===== config.mk =====
export PLATFORM = sky130hd
export DESIGN_NAME = if_inst_buffer
export DESIGN_NICKNAME = d
export VERILOG_FILES = /design/src/rtl/if_inst_buffer_pkg.sv /design/src/rtl/if_inst_buffer_ram.sv /design/src/rtl/if_inst_buffer.sv
export SDC_FILE = /design/constraint.sdc
export NUM_CORES = 1
export LEC_CHECK = 0
export ABC_AREA = 1
export CAP_MARGIN = 0
export CORE_UTILIZATION = 27
export CTS_CLUSTER_DIAMETER = 30
export DETAILED_ROUTE_END_ITERATION = 6
export PLACE_DENSITY_LB_ADDON = 0.1
export SLEW_MARGIN = 10
export SYNTH_ARGS = -nofsm -noshare
export SYNTH_HDL_FRONTEND = slang
export SYNTH_HIERARCHICAL = 1
export SYNTH_SLANG_ARGS = --single-unit

===== constraint.sdc =====
create_clock -name clk -period 11.7 [get_ports clk]
set_input_delay 2.34 -clock clk [delete_from_list [all_inputs] [get_ports clk]]
set_output_delay 2.34 -clock clk [all_outputs]
set_load 0.05 [all_outputs]

===== src/rtl/if_inst_buffer_pkg.sv =====
// if_inst_buffer_pkg: shared widths and constant words for the fetch/decode instruction buffer
package if_inst_buffer_pkg;
  localparam int REG_BUS = 64;
  localparam int INST_BUS = 32;
  localparam logic [REG_BUS-1:0] ZERO_WORD = '0;
  localparam logic [INST_BUS-1:0] NOP_INST = 32'h0000_0013;
endpackage


===== src/rtl/if_inst_buffer_ram.sv =====
// if_inst_buffer_ram: unreset register array, one write port and one asynchronous read port
module if_inst_buffer_ram #(
  parameter int DEPTH = 4,
  parameter int W = 96
) (
  input  logic                     clk,
  input  logic                     we_i,
  input  logic [$clog2(DEPTH)-1:0] waddr_i,
  input  logic [W-1:0]             wdata_i,
  input  logic [$clog2(DEPTH)-1:0] raddr_i,
  output logic [W-1:0]             rdata_o
);
  logic [W-1:0] mem_q [DEPTH];
  always_ff @(posedge clk) if (we_i) mem_q[waddr_i] <= wdata_i;
  assign rdata_o = mem_q[raddr_i];
endmodule


===== src/rtl/if_inst_buffer.sv =====
// if_inst_buffer: fetch-to-decode circular queue of {pc, inst} with flush.
// Define IF_INST_BUFFER_BYPASS_EN for a same-cycle path from input to output when empty.
module if_inst_buffer
  import if_inst_buffer_pkg::*;
#(
  parameter int DEPTH = 4,
  parameter int ADDR_W = REG_BUS,
  parameter int INST_W = INST_BUS
) (
  input  logic                       clk,
  input  logic                       rst,
  input  logic                       flush,
  input  logic                       in_valid,
  output logic                       in_ready,
  input  logic [ADDR_W-1:0]          in_pc,
  input  logic [INST_W-1:0]          in_inst,
  output logic                       out_valid,
  input  logic                       out_ready,
  output logic [ADDR_W-1:0]          out_pc,
  output logic [INST_W-1:0]          out_inst,
  output logic [$clog2(DEPTH):0]     count
);
  localparam int AW = $clog2(DEPTH);
  localparam int CW = AW + 1;
  logic [AW-1:0] wr_ptr_q, wr_ptr_d, rd_ptr_q, rd_ptr_d;
  logic [CW-1:0] count_q, count_d;
  logic empty, full, wr_en, rd_en, byp;
  logic [ADDR_W+INST_W-1:0] rd_data;
  always_comb begin
    empty = count_q == '0;
    full = count_q == CW'(DEPTH);
    in_ready = !full && !flush;
`ifdef IF_INST_BUFFER_BYPASS_EN
    byp = empty && in_valid && !flush;
`else
    byp = 1'b0;
`endif
    out_valid = !empty || byp;
    {out_pc, out_inst} = !empty ? rd_data : byp ? {in_pc, in_inst} : '0;
    // a bypassed entry taken by decode in the same cycle never lands in storage
    wr_en = in_valid && in_ready && !(byp && out_ready);
    rd_en = !empty && out_ready && !flush;
    wr_ptr_d = flush ? '0 : wr_ptr_q + AW'(wr_en);
    rd_ptr_d = flush ? '0 : rd_ptr_q + AW'(rd_en);
    count_d = flush ? '0 : count_q + CW'(wr_en) - CW'(rd_en);
  end
  always_ff @(posedge clk) begin
    if (rst) begin
      wr_ptr_q <= '0;
      rd_ptr_q <= '0;
      count_q <= '0;
    end else begin
      wr_ptr_q <= wr_ptr_d;
      rd_ptr_q <= rd_ptr_d;
      count_q <= count_d;
    end
  end
  assign count = count_q;
  if_inst_buffer_ram #(.DEPTH(DEPTH), .W(ADDR_W + INST_W)) u_ram (
    .clk(clk),
    .we_i(wr_en),
    .waddr_i(wr_ptr_q),
    .wdata_i({in_pc, in_inst}),
    .raddr_i(rd_ptr_q),
    .rdata_o(rd_data)
  );
endmodule

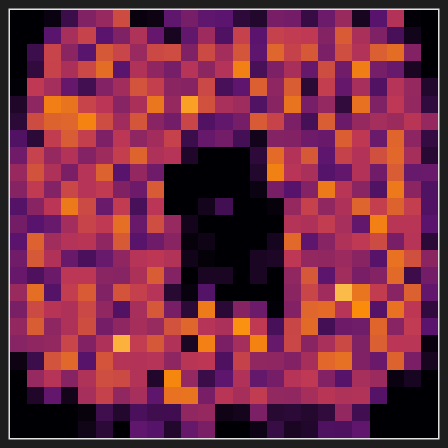
(placement density heat map)
25 x 25 tiles, from black (low) to pale yellow (high), 0 to 100% covered.
The mean over all tiles is 34%. 12% of the tiles are nearly empty. 0.60% of the tiles are over 75% full.
final core occ: 37.1%
Pre-Place Util: 27.3%
CORE AREA: 63100 sq um

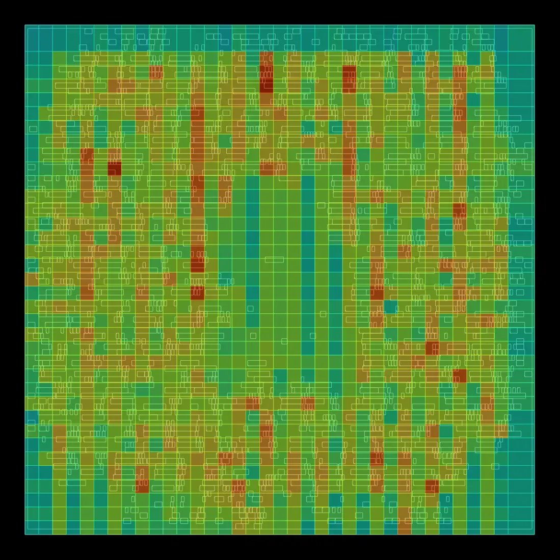
(track usage over the die)
GRT Overall Usage: 13.5%
routing usage on met3: 4.25%
wire per inst: 14.7 microns

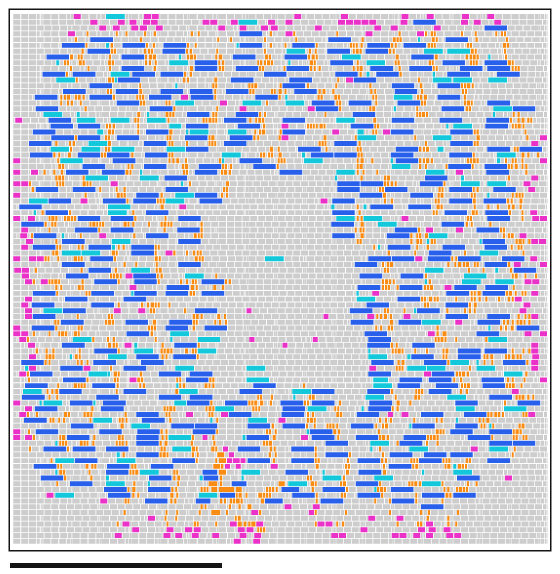
(placed cells, one colour a class)
Scale bar: 100 microns. Fill, decap, tap and diode cells in grey.
Key: cyan = clock drivers and dummy loads [cells 193]; orange = remaining logic cells [cells 1300]; magenta = remaining buffers and delay cells [cells 215]; blue = registers [cells 391]
final instance area: 23400 sq um
fraction of area in registers: 50.0%
# rows: 92

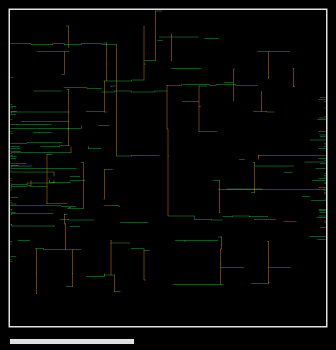
(metal layers overlaid)
Scale bar: 100 microns. Two of the layers only.
Key: green = M3 [wire length 2250 microns]; orange = M4 [wire length 958 microns]
WL final: 43200 microns
via count: 11700

==> results_dict.tcl <==
# collected from the flow reports
set metrics [dict create \
    reg2reg_from "count[1]$_SDFF_PP0_" \
    ys_area_sq_um 17200 \
    cts_buffers 104 \
    largest_register "u_ram/mem_q" \
    numPortBuffers 201 \
    layout_min_cycle_time_ns 6.37 \
    ys_warn_count 6 \
    ys_top_logic_family "simple AND/OR/NAND/NOR gates" \
    min_to "wr_ptr_q[1]$_SDFF_PP0_" \
    largest_class "registers" \
    clockBufferDepth 3 \
    top_cells_by_area "edfxtp_1, inv_1, nand2_1" \
    finalSetupTns_ns 0 \
    met3WireLength_microns 2250 \
    ff_count 391 \
    edf_count 384 \
    cts_max_level 3 \
    postSynthAreaPerCell_sq_um 9.77 \
    maxCapViolCount 0 \
    critPathLaunchType "flop" \
    tightest_slew_ns 1.15 \
    logic_area_sq_um 3330 \
    status "finished clean" \
    antenna_left 0 \
    drt-initial-drc-count 396 \
    sequentialPower_mw 1.57 \
    path_delay_family "buffers and inverters" \
    hpwl_microns 22600 \
    buf_share_pct 9.06 \
    p_per_area_nw_per_um2 189 \
    synthXorXnorAreaFrac_pct 0.102 \
    nonClockInverterCount 498 \
    worst_slack_ns 5.33 \
    power_switching_share_pct 21.1 \
    lay_top_cells "inv_1, nand2_1, edfxtp_1" \
    io_pins 202 \
    fill_cells 6341 \
    tritoncts "built" \
    slowest_stage "buf_4" \
    buffers 215 \
    syn-num-nets 1868 \
    crit_arrival_ns 4.03 \
    stdcell_count 2948 \
    maxPowerGroup "clock" \
    cts_hold_buf 0 \
    globalplace.congestion 0.670 \
    critPathBufInv 4 \
    layout-drive-gt1-share_pct 7.86 \
]
